Design alu_seq_core, sky130hd; sources not shown.
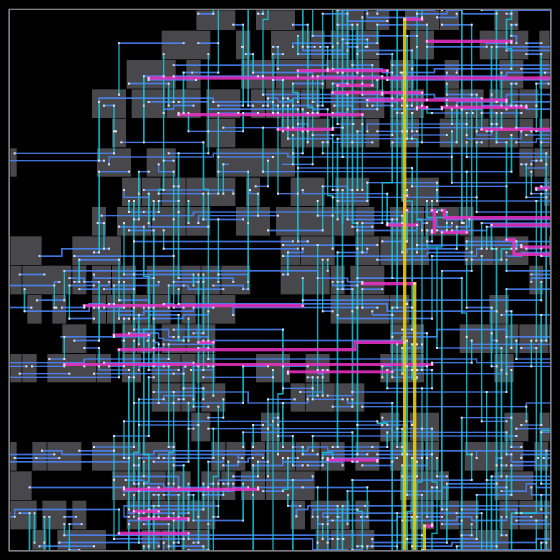
Fig. 1. Layout detail (run 1).
Window x 9 to 59, y 77 to 127 um. Cells in grey, sequential cells in the stronger grey; small squares are vias.
| layer | colour |
|---|---|
| M1 | blue |
| M2 | cyan |
| M3 | magenta |
| M4 | yellow |
cells with their middle in the window: 187
sequential cells in the window: 0
most frequent: inv_1 (18), xnor2_1 (16)

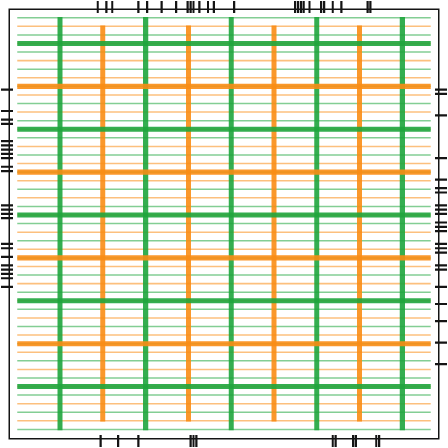
Fig. 2. Supply network (run 1).
Pins as bars on the die edge.
| net | colour |
|---|---|
| VSS | green |
| VDD | orange |
met1 rails: 49
rows: 48
met5 straps: 9
peak supply drop: 0.0910 mV
total core area: 0.0171 sq mm

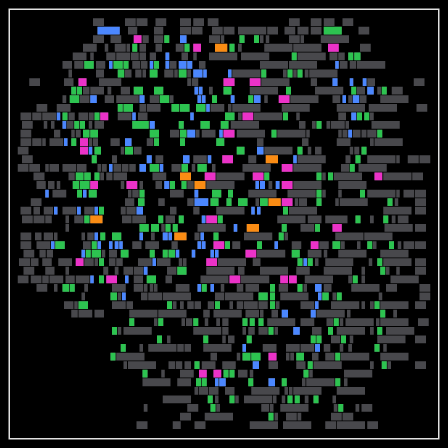
Fig. 3. Gate families picked out (run 1).
| family | colour | cells | most used |
|---|---|---|---|
| non-inverting ao/oa cells | magenta | 35 | a221o_1 |
| nor cells | blue | 101 | nor2_1 |
| aoi and oai cells | green | 196 | o21ai_0 |
| mux cells | orange | 8 | mux2_2 |
Final Non-Filler Cells: 1128
Commonest Layout Cell: nand2_1
Comb area share: 51.7%

==> results_dict.tcl, run 1 <==
# flow metrics
set metrics [dict create \
    outcome "finished, final reports clean" \
    ys_seq_share_pct 33.9 \
    initCoreUtil_pct 40.6 \
    clock-skew-final_ns 0.00912 \
    clock_buffers 9 \
    grt_usage_pct 22.0 \
    ys_sh_simple_pct 22.0 \
    fin_util_pct 47.9 \
    setup_viol 0 \
    synthTopCellsByArea "dfrtp_1 34%, ha_1 8.8%, nand2_1 5.9%" \
    netlist.area_leader.share_pct 33.9 \
    path_cells "clkdlybuf4s50_1 -> and2_1 -> or3_1 -> buf_4 -> xor2_1 -> nor2_1 -> ha_1 -> and4_1 -> o2111ai_1 -> a31oi_1 -> o21ai_1 -> mux2_1 -> o21ai_0 -> nand2b_1 -> nor4_2 -> a221o_1" \
    ys.flop_type "dfrtp_1" \
    dpl_cell_area_sq_mm 0.00794 \
    cp.arrival_ns 5.25 \
    clkSlewWorstSetupHoldPaths_ns 0.06 \
    rsz0062_at_grt "false" \
    end_kind "register" \
    ys_cells 838 \
    cts_tree "done" \
    synth_area_leader_cell "dfrtp_1" \
    dp_cells 1112 \
    vias 6266 \
    drc 0 \
    syn_to_final_growth_pct 18.2 \
    drv_slew 0 \
    period_used_pct 54.1 \
    crit_slowest_cell "clkdlybuf4s50_1" \
    top_layer_used "met4" \
    xor_share_pct 6.94 \
    cts_resized 0 \
    top_cell "nand2_1" \
    synth-async-reset-ratio_pct 100 \
    met3_length_mm 1.09 \
    grt_pass1_vias 5845 \
    logic_area_sq_mm 0.00424 \
    worst_pin_slew_ns 1.06 \
    post-cts-setup-buffers 0 \
    clock.fmax_mhz 201 \
    seqPwrFrac_pct 43.4 \
    final-nonclk-buf-share_pct 11.0 \
    die_h_um 136 \
    inverters 42 \
    dominant-cell-class "combinational gates" \
    p_leak_nw 3.59 \
    clkLatencyLatePin_ns 0.34 \
    slew_headroom_pct 28.9 \
    design_area_sq_mm 0.00820 \
    fin_hold_ws_ns 0.473 \
    clock_power_share_pct 27.0 \
    slowest_delay_ns 0.60 \
    fillerInstances 1664 \
    use_met1_pct 33.1 \
    powerComb_w 0.000373 \
    ff_count 94 \
    cts_max_level 3 \
    power_leader "sequential cells" \
    p_int_w 0.000826 \
    layout-drive-gt1-share_pct 4.54 \
    grtUsageMet2_pct 33.1 \
    vias_per_cell 5.55 \
    p_seq_w 0.000547 \
    period_needed_ns 4.97 \
    drtIter0Drc 491 \
    clk_share_pct 3.26 \
    crit_path_max_fanout 18 \
    finalHoldViolations 0 \
    cts-root-buf "clkbuf_16" \
    grtUsageMet3_pct 3.14 \
    antenna_cells 0 \
    cp.buffers_inverters 2 \
    gp_congestion 0.907 \
    adder_share_pct 9.70 \
    synth_area_per_cell_sq_um 8.28 \
    syn-cell-area_sq_mm 0.00694 \
    dp_worst_setup_slack_ns 3.92 \
]
## run 1: placed cells by master (no fill, tap or decap), types with 4 or more instances in the layout
cell	instances
o211ai_1	4
nor4_1	9
ha_1	49
a21o_1	10
or2_2	4
and3_1	7
dfrtp_1	94
a22oi_1	5
xnor2_1	37
o21a_1	5
nand2_1	110
nor2b_1	7
xor2_1	18
mux2_2	5
a221oi_1	4
or4_1	6
o21bai_1	4
nand2b_1	26
clkdlybuf4s50_1	81
clkbuf_16	9
buf_4	12
a221o_1	17
nand4_1	7
o21ai_1	7
o21ai_0	81
a21oi_1	48
a31oi_1	10
nand3_1	12
and2_1	22
nand3b_1	4
inv_1	43
a2111oi_0	4
or3_1	6
nor2_1	69
o2bb2ai_1	5
nor3_1	11
o221ai_1	5
Fig. 4: run 1, the clock network
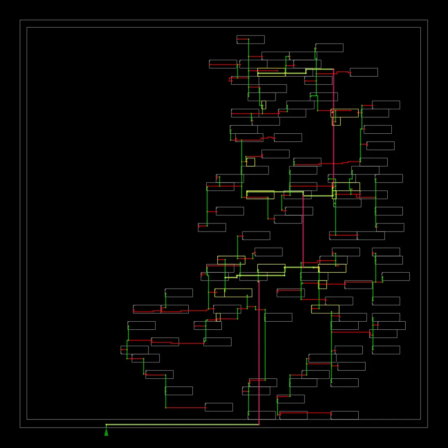

==> run 2, diff against run 1 <==
PLACE_DENSITY = 0.63   (was 0.6)
clock period = 4.45 ns   (was 9.2 ns; I/O delays follow)
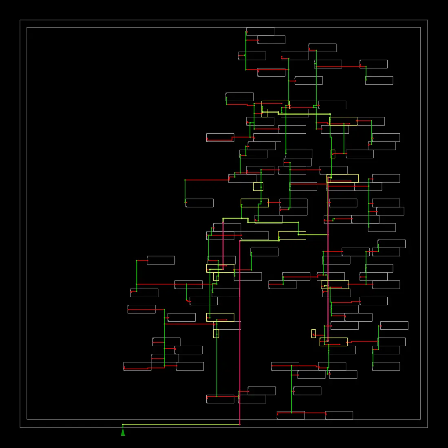
Fig. 5. The clock network (run 2).
Late-Pin Clk Latency: 0.34 ns
clock skew: 0.00780 ns
Inserted Clock Buffers: 9
clock net sink count: 94

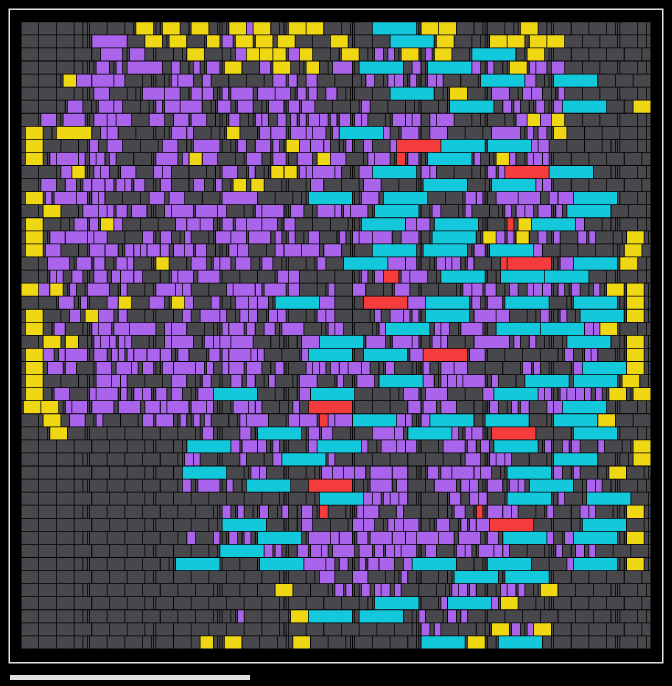
Fig. 6. Placed cells, one colour a class (run 2).
Bar = 50 um. Fill, decap, tap and diode cells in grey.
| class | colour | cells | share of their area |
|---|---|---|---|
| registers | cyan | 94 | 29% |
| remaining buffers and delay cells | yellow | 113 | 13% |
| clock drivers and dummy loads | red | 16 | 3.2% |
| remaining logic cells | purple | 700 | 55% |
Rows: 48
Final Cell Area: 0.00837 sq mm

==> run 2 against run 1 <==
Synthesized area is the same. Register-to-register slack got worse by 4.8 ns. Routed wire length is 1.8% lower. Non-clock buffer count grew 20. Critical endpoint unchanged.
==> results_dict.tcl, run 2 <==
# flow metrics
set metrics [dict create \
    cp.buffers_inverters 2 \
    post-cts-setup-buffers 0 \
    synth_area_leader_cell "dfrtp_1" \
    dp_worst_setup_slack_ns -0.0813 \
    fin_hold_ws_ns 0.214 \
    dp_cells 1132 \
    synth-async-reset-ratio_pct 100 \
    cts_resized 0 \
    p_seq_w 0.00113 \
    syn-cell-area_sq_mm 0.00694 \
    drv_slew 0 \
    clkSlewWorstSetupHoldPaths_ns 0.06 \
    vias 6253 \
    adder_share_pct 9.70 \
    power_leader "sequential cells" \
    gp_congestion 0.892 \
    period_needed_ns 4.20 \
    cp.arrival_ns 4.47 \
    clock_power_share_pct 26.4 \
    synth_area_per_cell_sq_um 8.28 \
    crit_path_max_fanout 10 \
    ys_cells 838 \
    ys_seq_share_pct 33.9 \
    synthTopCellsByArea "dfrtp_1 34%, ha_1 8.8%, nand2_1 5.9%" \
    end_kind "register" \
    final_cell_mix "110 x nand2_1, 94 x dfrtp_1, 81 x o21ai_0, 81 x clkdlybuf4s50_1, 69 x nor2_1" \
    ys_sh_simple_pct 22.0 \
    dpl_cell_area_sq_mm 0.00810 \
    layout-drive-gt1-share_pct 6.72 \
    fillerInstances 1705 \
    grtUsageMet3_pct 2.99 \
    grt_usage_pct 22.1 \
    outcome "finished, final reports clean" \
    cts_tree "done" \
    layout.cells.non_filler 1148 \
    cts-root-buf "clkbuf_16" \
    clock.fmax_mhz 238 \
    die_h_um 136 \
    grt_pass1_vias 5998 \
    p_int_w 0.00172 \
    ys.flop_type "dfrtp_1" \
    antenna_cells 0 \
    vias_per_cell 5.45 \
    slowest_delay_ns 0.50 \
    period_used_pct 94.4 \
    finalHoldViolations 0 \
    setup_viol 0 \
    drc 0 \
    slew_headroom_pct 28.7 \
    syn_to_final_growth_pct 20.5 \
    path_cells "clkdlybuf4s50_1 -> and2_1 -> or3_1 -> buf_12 -> xor2_1 -> nor2_1 -> ha_1 -> and3_1 -> a221oi_1 -> a31oi_1 -> o21ai_1 -> mux2_1 -> o21ai_0 -> nand2b_1 -> nor4_2 -> a221o_1" \
]
-- run 2: netlist changes by cell type in the layout (fill, tap and decap cells not counted) --
cell        change
clkinv_1        -2
buf_4          +19
inv_1           +2
clkinv_2        +3
buf_12          +1
a221oi_2        +1
clkinvlp_4      -3
a221oi_1        -1
-- run 2: layer usage --
metal / vias up / part of all wire (%)
met5: - / 0
met4: 0 / 1.2
met3: 16 / 5.2
met2: 189 / 44
met1: 2922 / 50
li1: 3126 / -
-- run 2: layout make-up --
cell class | count | area, sq um | share of cell area [%]
multi-input combinational | 658 | 4250 | 50.8
timing repair buffer | 113 | 1060 | 12.7
sequential | 94 | 2350 | 28.1
tap | 225 | 282 | 3.37
clock inverter | 7 | 35.0 | 0.419
clock buffer | 9 | 225 | 2.69
inverter | 42 | 158 | 1.88
